**config.mk**
```make
export PLATFORM = sky130hd
export DESIGN_NAME = ex_operand_forward_ctrl
export DESIGN_NICKNAME = d
export VERILOG_FILES = /design/src/rtl/pipeline_ctrl_pkg.sv /design/src/rtl/hazard_match.sv /design/src/rtl/ex_operand_forward_ctrl.sv
export SDC_FILE = /design/constraint.sdc
export NUM_CORES = 1
export LEC_CHECK = 0
export ABC_AREA = 1
export ABC_CLOCK_PERIOD_IN_PS = 2820
export CAP_MARGIN = 20
export CORE_MARGIN = 1
export CORE_UTILIZATION = 50
export CTS_CLUSTER_SIZE = 30
export DETAILED_ROUTE_END_ITERATION = 10
export PLACE_DENSITY = 0.82
export SLEW_MARGIN = 20
export SYNTH_ARGS = -nofsm -noshare
export SYNTH_HDL_FRONTEND = slang
export SYNTH_HIERARCHICAL = 1
export SYNTH_SLANG_ARGS = --single-unit
export TNS_END_PERCENT = 20
```
**constraint.sdc**
```tcl
create_clock -name clk -period 2.82 [get_ports clk]
set_input_delay 0.423 -clock clk [delete_from_list [all_inputs] [get_ports clk]]
set_output_delay 0.423 -clock clk [all_outputs]
set_load 0.05 [all_outputs]
```
**src/rtl/pipeline_ctrl_pkg.sv**
```systemverilog
// Shared types for the ID->EX operand-forwarding control: scoreboard entries and select codes.
package pipeline_ctrl_pkg;

  localparam int unsigned RegAddrW = 5;

  typedef enum logic [1:0] {
    FWD_REG = 2'b00,
    FWD_MEM = 2'b01,
    FWD_WB  = 2'b10
  } fwd_sel_t;

  typedef enum logic [1:0] {
    SRC_REG  = 2'b00,
    SRC_IMM  = 2'b01,
    SRC_ONE  = 2'b10,
    SRC_ZERO = 2'b11
  } alu_src_t;

  typedef enum logic {
    RUN     = 1'b0,
    LDSTALL = 1'b1
  } hzd_state_t;

  typedef struct packed {
    logic                valid;
    logic [RegAddrW-1:0] rd;
    logic                reg_write;
    logic                mem_read;
  } stage_entry_t;

endpackage

```
**src/rtl/hazard_match.sv**
```systemverilog
// Combinational compare of one in-flight scoreboard entry against one ID source register.
module hazard_match
  import pipeline_ctrl_pkg::*;
#(
  parameter bit FWD_X0 = 1'b0
) (
  input  stage_entry_t        i_entry,
  input  logic [RegAddrW-1:0] i_rs,
  input  logic                i_uses_rs,
  output logic                o_match
);

  logic w_rs_ok;

  // x0 is hardwired zero, so a write to it must never be forwarded unless debugging.
  assign w_rs_ok = (i_rs != '0) || FWD_X0;

  assign o_match = i_entry.valid && i_entry.reg_write && (i_entry.rd == i_rs) &&
                   w_rs_ok && i_uses_rs;

endmodule

```
**src/rtl/ex_operand_forward_ctrl.sv**
```systemverilog
// Generates registered ALU operand-2 and forwarding selects for EX, and stalls ID on load-use.
module ex_operand_forward_ctrl
  import pipeline_ctrl_pkg::*;
#(
  parameter int unsigned REG_ADDR_W = RegAddrW,
  parameter bit          FWD_X0     = 1'b0
) (
  input  logic                  clk,
  input  logic                  rstN,
  input  logic                  idValid,
  input  logic [REG_ADDR_W-1:0] idRs1,
  input  logic [REG_ADDR_W-1:0] idRs2,
  input  logic                  idUsesRs1,
  input  logic                  idUsesRs2,
  input  logic [REG_ADDR_W-1:0] idRd,
  input  logic                  idRegWrite,
  input  logic                  idMemRead,
  input  logic [1:0]            idAluSrc,
  input  logic                  flush,
  output logic [1:0]            input2Select,
  output logic [1:0]            fwdSelA,
  output logic [1:0]            fwdSelB,
  output logic                  stall,
  output logic                  exBubble
);

  hzd_state_t   r_state, w_state_d;
  stage_entry_t r_ex, r_mem, r_wb, w_ex_d;
  alu_src_t     r_input2_select;
  fwd_sel_t     r_fwd_sel_a, r_fwd_sel_b, w_fwd_a, w_fwd_b;
  logic         r_ex_bubble;

  logic w_ex_match_a, w_ex_match_b, w_mem_match_a, w_mem_match_b;
  logic w_hazard, w_stall, w_load;

  hazard_match #(.FWD_X0(FWD_X0)) u_match_ex_a (
    .i_entry(r_ex), .i_rs(idRs1), .i_uses_rs(idUsesRs1), .o_match(w_ex_match_a)
  );
  hazard_match #(.FWD_X0(FWD_X0)) u_match_ex_b (
    .i_entry(r_ex), .i_rs(idRs2), .i_uses_rs(idUsesRs2), .o_match(w_ex_match_b)
  );
  hazard_match #(.FWD_X0(FWD_X0)) u_match_mem_a (
    .i_entry(r_mem), .i_rs(idRs1), .i_uses_rs(idUsesRs1), .o_match(w_mem_match_a)
  );
  hazard_match #(.FWD_X0(FWD_X0)) u_match_mem_b (
    .i_entry(r_mem), .i_rs(idRs2), .i_uses_rs(idUsesRs2), .o_match(w_mem_match_b)
  );

  assign w_hazard = r_ex.valid && r_ex.mem_read && (w_ex_match_a || w_ex_match_b) && idValid;

  // Flush wins over a load-use stall: the consumer is being killed anyway.
  always_comb begin
    w_state_d = r_state;
    w_stall   = 1'b0;
    unique case (r_state)
      RUN: begin
        if (w_hazard && !flush) begin
          w_stall   = 1'b1;
          w_state_d = LDSTALL;
        end
      end
      LDSTALL: w_state_d = RUN;
      default: w_state_d = RUN;
    endcase
  end

  assign w_load = idValid && !w_stall && !flush;

  // Newest producer wins: the instruction now in EX will be in MEM when the consumer is in EX.
  always_comb begin
    w_fwd_a = FWD_REG;
    w_fwd_b = FWD_REG;
    if (w_ex_match_a) w_fwd_a = FWD_MEM;
    else if (w_mem_match_a) w_fwd_a = FWD_WB;
    if (w_ex_match_b) w_fwd_b = FWD_MEM;
    else if (w_mem_match_b) w_fwd_b = FWD_WB;
  end

  always_comb begin
    w_ex_d           = '0;
    w_ex_d.valid     = w_load;
    w_ex_d.rd        = idRd;
    w_ex_d.reg_write = idRegWrite && w_load;
    w_ex_d.mem_read  = idMemRead && w_load;
  end

  always_ff @(posedge clk or negedge rstN) begin
    if (!rstN) begin
      r_state         <= RUN;
      r_ex            <= '0;
      r_mem           <= '0;
      r_wb            <= '0;
      r_input2_select <= SRC_ZERO;
      r_fwd_sel_a     <= FWD_REG;
      r_fwd_sel_b     <= FWD_REG;
      r_ex_bubble     <= 1'b1;
    end else begin
      r_state <= w_state_d;
      r_wb    <= r_mem;
      r_mem   <= r_ex;
      r_ex    <= w_ex_d;
      if (w_load) begin
        r_input2_select <= alu_src_t'(idAluSrc);
        r_fwd_sel_a     <= w_fwd_a;
        r_fwd_sel_b     <= w_fwd_b;
        r_ex_bubble     <= 1'b0;
      end else begin
        r_input2_select <= SRC_ZERO;
        r_fwd_sel_a     <= FWD_REG;
        r_fwd_sel_b     <= FWD_REG;
        r_ex_bubble     <= 1'b1;
      end
    end
  end

  // WB is kept only for debug visibility; it must always trail MEM by one cycle.
  a_wb_follows_mem: assert property (@(posedge clk) disable iff (!rstN) r_wb == $past(r_mem));

  assign stall        = w_stall;
  assign input2Select = r_input2_select;
  assign fwdSelA      = r_fwd_sel_a;
  assign fwdSelB      = r_fwd_sel_b;
  assign exBubble     = r_ex_bubble;

endmodule
```
**Run 1: logic cells by family**

Bar = 20 µm.
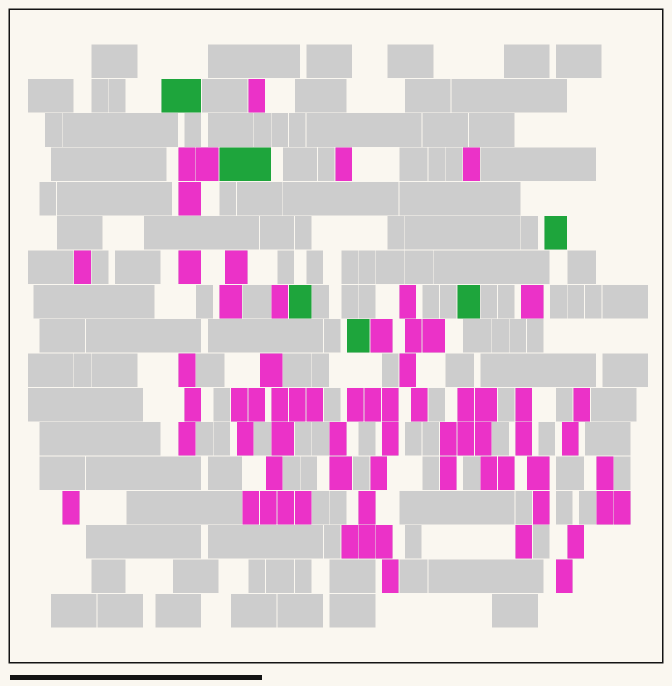
Key: inverting AOI/OAI gates = green [cells 6, most used a21oi_1]; NAND gates = magenta [cells 67, most used nand2_1]
final cell count without fillers: 243
combinational share of cell area: 0.290

**Run 1: routing congestion**

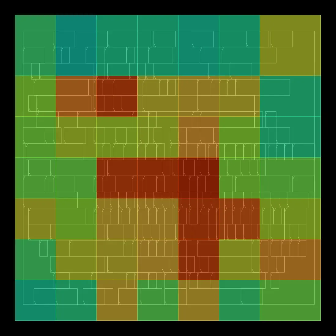
Most Crowded Layer GR: met2
M2 GR Usage: 0.426
GRT met3 Usage: 0.0322
GR met1 Demand/Resource: 0.233
Core Util, Final: 0.720

==> impl_metrics.py, run 1 <==
# Synthesis and PnR figures
metrics = {
    "run_status": {
        "outcome": "complete, no violations",
    },
    "cts": {
        "cts_max_level": 1,
        "cts_tree": "done",
        "cts.sinks": 23,
    },
    "timing": {
        "worst_pin_slew_ps": 503,
        "worst_slack_ps": 167,
        "max-slew-margin-rel": 0.663,
    },
    "finish": {
        "layout-drive-gt1-share": 0.130,
        "mi_logic_area_um2": 475,
        "fill_cells": 176,
        "nClkBuffers": 4,
        "finalNetCount": 241,
        "num_antenna_cells": 0,
        "flops": 23,
        "top_regs": "r_ex x8, r_mem x7",
        "comb_cells": 106,
        "fin_area_mm2": 0.00164,
        "final-nonclk-buf-share": 0.206,
    },
    "grt": {
        "grt_pass1_vias": 1052,
        "grt_antenna_before_repair": 0,
        "gr-total-overflow": 0,
        "grt_pass1_wl_mm": 4.20,
    },
    "min_path": {
        "whs_path_depth": 0,
    },
    "setup_path": {
        "crit_arrival_ps": 2230,
        "crit_required_ps": 2400,
        "crit_top_cell": "nand2_1",
        "endpoint_kind": "output pin",
        "r2r_end": "fwdSelA[0]",
        "startpoint": "idRs2[2]",
        "cp.depth": 10,
        "worstPathCellList": "clkdlybuf4s50_1 > inv_1 > nand2_1 > nand2_1 > nor2_2 > nand3_1 > nor2_1 > nor2_4 > nor3_2 > buf_12",
        "worstPathMaxFanout": 6,
    },
    "die": {
        "fp-utilization": 0.542,
        "die-height_um": 51.7,
        "fp-row-count": 17,
        "n_tap_cell": 28,
    },
    "placement": {
        "dp_cells": 239,
        "dp_slack_ps": 59.1,
        "gp_congestion": 0.805,
    },
    "logic_synthesis": {
        "syn_avg_cell_area_um2": 6.93,
    },
    "power_and_ir_drop": {
        "p_clk_frac": 0.239,
        "leakage_nw": 0.907,
        "combPwrFrac": 0.187,
    },
    "routing": {
        "drc": 0,
        "wl_per_cell_um": 11.1,
    },
}
**Run 1: cell classes on the final placement**

Bar = 20 µm.
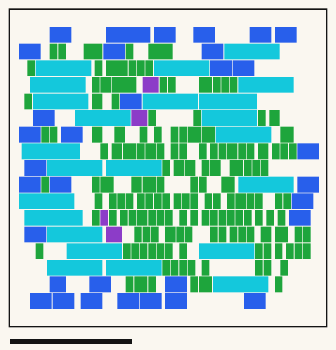
Key: combinational and other logic = green [cells 155]; clock drivers and dummy loads = purple [cells 4]; flops = cyan [cells 23]; other buffers and delay cells = blue [cells 33]

**Run 1: where the registers sit**

Bar = 20 µm.
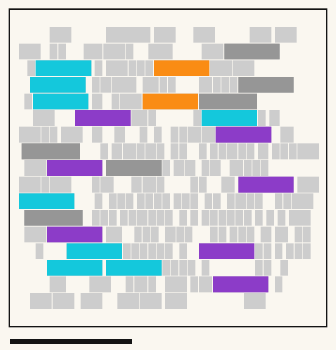
Key: r_ex = cyan [flops 8]; fwdSelB = orange [flops 2]; r_mem = purple [flops 7]
Another 6 sequential cells are not colored.
sequential power: 0.000356 W
flop share of the area: 0.354

## Run 2: what changed since run 1
- ABC_AREA: 1 -> unset
- CORE_UTILIZATION: 50 -> 48
- PLACE_DENSITY: 0.82 -> 0.91
**Run 2: where the registers sit**

Bar = 10 µm.
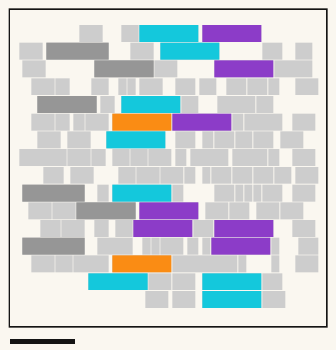
Key: r_mem = purple [flops 7]; fwdSelB = orange [flops 2]; r_ex = cyan [flops 8]

**Run 2: cell classes on the final placement**

Bar = 10 µm.
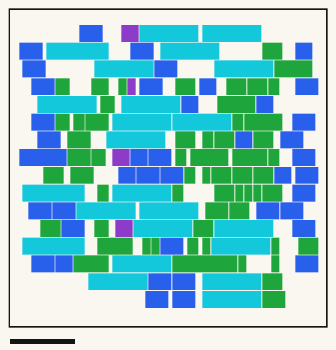
Key: other buffers and delay cells = blue [cells 41]; clock drivers and dummy loads = purple [cells 4]; combinational and other logic = green [cells 59]; flops = cyan [cells 23]
Core Util, Final: 0.761
Cell Rows: 16

==> impl_metrics.py, run 2 <==
# Synthesis and PnR figures
metrics = {
    "routing": {
        "met3WireLength_um": 111,
        "routed_via_density": 5.55,
        "met1_length_um": 963,
        "drc": 0,
        "wl_per_cell_um": 16.6,
        "drt-initial-drc-count": 12,
    },
    "die": {
        "die-height_um": 48.5,
        "fp-utilization": 0.518,
        "fp.dieW_um": 48.5,
        "n_tap_cell": 27,
    },
    "placement": {
        "gp_congestion": 0.841,
        "dp_slack_ps": 55.9,
        "dp_cells": 150,
        "dp_hpwl_mm": 1.97,
    },
    "setup_path": {
        "worstPathCellList": "clkdlybuf4s50_1 > buf_4 > o41ai_1 > a2111oi_4 > nor2_1 > nor3_2 > buf_12",
        "crit_arrival_ps": 2330,
        "cp.depth": 7,
        "cp_num_buf_inv": 3,
        "endpoint_kind": "output pin",
        "worstPathMaxFanout": 4,
        "r2r_cells": 6,
        "startpoint": "idRs1[2]",
        "crit_path_end": "stall",
        "r2r_end": "r_ex[7]",
        "critical_path_class": "in2out",
        "critical_path.max_stage_delay_ps": 540,
        "crit_required_ps": 2400,
    },
    "finish": {
        "num_antenna_cells": 0,
        "num-nonclk-buffers": 41,
        "flop_area_um2": 579,
        "fin_cells": 154,
        "comb_area_frac": 0.314,
        "fill_cells": 133,
        "mi_logic_area_um2": 478,
        "finalNetCount": 153,
        "comb_cells": 57,
        "layout-drive-gt1-share": 0.205,
        "top_regs": "r_ex x8, r_mem x7",
        "flops": 23,
        "nClkBuffers": 4,
        "seq_share": 0.380,
        "clkCellAreaFrac": 0.0173,
        "fin_area_mm2": 0.00152,
        "final-nonclk-buf-share": 0.261,
        "n_all_inverters": 2,
    },
    "cts": {
        "cts-root-buf": "clkbuf_4",
        "postCtsHoldBufs": 0,
        "cts.sinks": 23,
        "cts_buffers": 3,
        "clk_latency_ps": 300,
        "cts_max_level": 1,
        "cts_tree": "done",
    },
    "run_status": {
        "outcome": "complete, no violations",
    },
    "grt": {
        "gr-total-overflow": 0,
        "grt_pass1_vias": 934,
        "met3_usage": 0.0252,
        "grt_pass1_wl_mm": 4.15,
        "use_met2": 0.451,
        "gr-max-usage-layer": "met2",
        "grt_antenna_before_repair": 0,
        "use_met1": 0.262,
        "grt_usage": 0.241,
    },
    "timing": {
        "timing.hold.ws_ps": 426,
        "rsz0062_at_grt": "no",
        "worst_slack_ps": 70.7,
        "max-slew-margin-rel": 0.376,
        "finalClockPeriodUsage": 0.975,
        "period_minus_slack_ps": 2750,
        "worst_pin_slew_ps": 932,
    },
    "min_path": {
        "whs_path_depth": 0,
    },
    "power_and_ir_drop": {
        "leakage_nw": 0.619,
        "combPwrFrac": 0.184,
        "p_comb_w": 0.000113,
        "switchingPower_w": 0.000152,
        "power_frac_seq": 0.580,
        "powerClk_w": 0.000144,
        "total_power_w": 0.000613,
        "p_int_w": 0.000461,
        "p_per_area_mw_per_mm2": 402,
        "pg_seq_w": 0.000355,
        "p_clk_frac": 0.236,
    },
    "logic_synthesis": {
        "syn_avg_cell_area_um2": 12.6,
        "yosys_warnings": 6,
        "syn_inst": 82,
    },
    "flow_run": {
        "tool_warnings": 26,
    },
}
## Run 3: what changed since run 2
- ABC_AREA: unset -> 1
- CORE_UTILIZATION: 48 -> 50
**Run 3: cell classes on the final placement**

Bar = 20 µm.
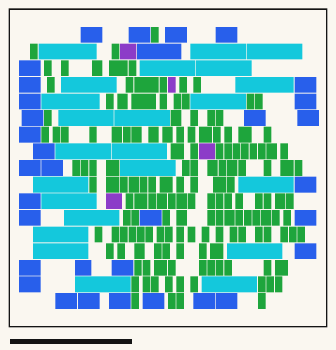
core area: 0.00228 mm²
finished layout cell area: 0.00163 mm²
Core Util, Final: 0.717

**Run 3: routing congestion**

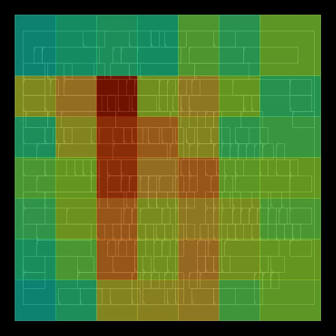
GR met1 Demand/Resource: 0.274
M2 GR Usage: 0.372
GRT met3 Usage: 0.0526
DR WL/cell: 9.71 µm
all-layer global routing usage: 0.219

==> impl_metrics.py, run 3 <==
# Synthesis and PnR figures
metrics = {
    "cts": {
        "postCtsHoldBufs": 0,
        "cts_buffers": 3,
        "cts-root-buf": "clkbuf_4",
        "clk_latency_ps": 310,
        "cts_max_level": 1,
        "cts_tree": "done",
    },
    "timing": {
        "worst_pin_slew_ps": 494,
        "period_minus_slack_ps": 2690,
        "rsz0062_at_grt": "no",
        "max-slew-margin-rel": 0.670,
        "finalClockPeriodUsage": 0.953,
    },
    "die": {
        "fp-utilization": 0.542,
        "fp.dieW_um": 51.7,
        "n_tap_cell": 28,
    },
    "placement": {
        "dp_hpwl_mm": 1.88,
        "gp_congestion": 0.815,
    },
    "grt": {
        "gr-total-overflow": 0,
        "grt_pass1_wl_mm": 4.17,
        "grt_pass1_vias": 1028,
    },
    "power_and_ir_drop": {
        "p_clk_frac": 0.243,
        "total_power_w": 0.000619,
        "pg_seq_w": 0.000355,
        "p_comb_w": 0.000113,
        "p_per_area_mw_per_mm2": 379,
        "switchingPower_w": 0.000166,
        "power_frac_seq": 0.573,
    },
    "min_path": {
        "whs_path_depth": 0,
    },
    "finish": {
        "clkCellAreaFrac": 0.0161,
        "comb_area_frac": 0.288,
        "seq_share": 0.355,
        "fin_cells": 243,
        "finalNetCount": 241,
        "fill_cells": 190,
        "layout-drive-gt1-share": 0.126,
        "top_regs": "r_ex x8, r_mem x7",
        "comb_cells": 106,
        "final-nonclk-buf-share": 0.207,
        "num_antenna_cells": 0,
        "n_all_inverters": 49,
    },
    "setup_path": {
        "startpoint": "idRs2[3]",
        "critical_path_class": "in2out",
        "crit_top_cell": "nand2_1",
        "crit_arrival_ps": 2270,
        "r2r_cells": 8,
        "cp.depth": 10,
        "cp_num_buf_inv": 3,
        "crit_path_end": "stall",
        "endpoint_kind": "output pin",
        "crit_required_ps": 2400,
    },
    "logic_synthesis": {
        "syn_inst": 178,
    },
    "routing": {
        "met1_length_mm": 1.05,
        "routed_via_density": 4.60,
        "drc": 0,
        "met3WireLength_um": 111,
    },
    "flow_run": {
        "tool_warnings": 26,
    },
    "run_status": {
        "outcome": "complete, no violations",
    },
}

==> notes/layouts.md <==
Pictures saved along the way, in no particular order.

Sizing map.
(a)
Bar = 10 µm.
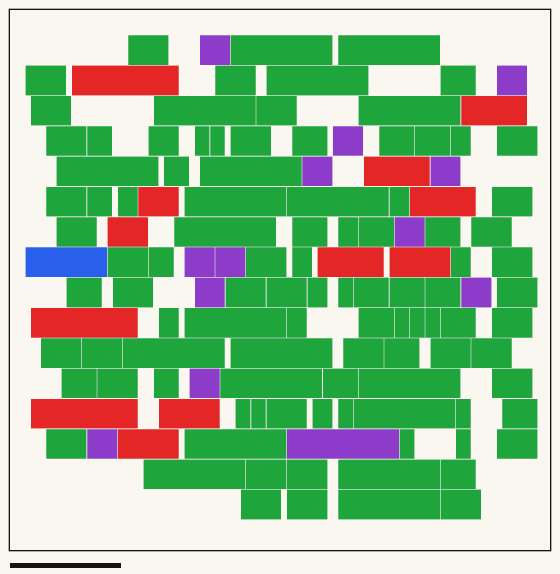
(b)
Bar = 20 µm.
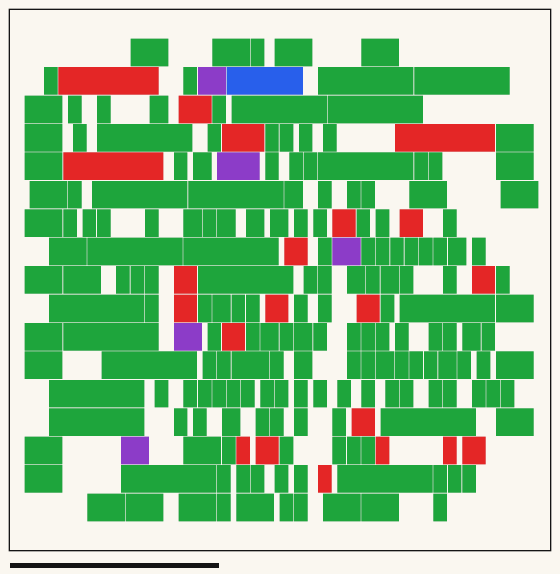
(c)
Bar = 20 µm.
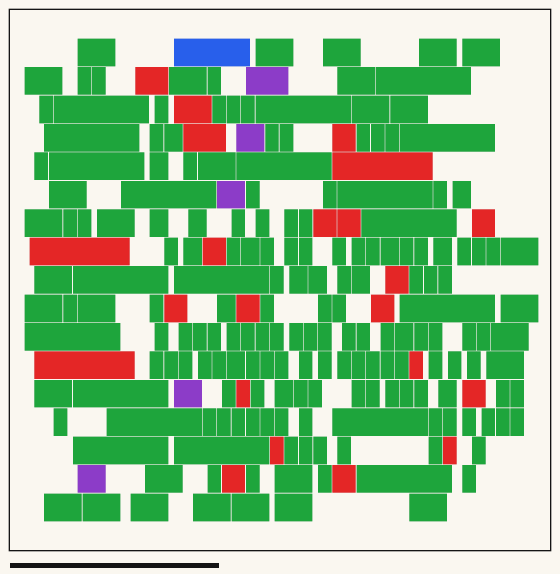
(b) -> run 3
(a) -> run 2
(c) -> run 1
Of these, fewest cells: (a)

Power figures rest on the tool's default switching activity, not on a simulated workload.
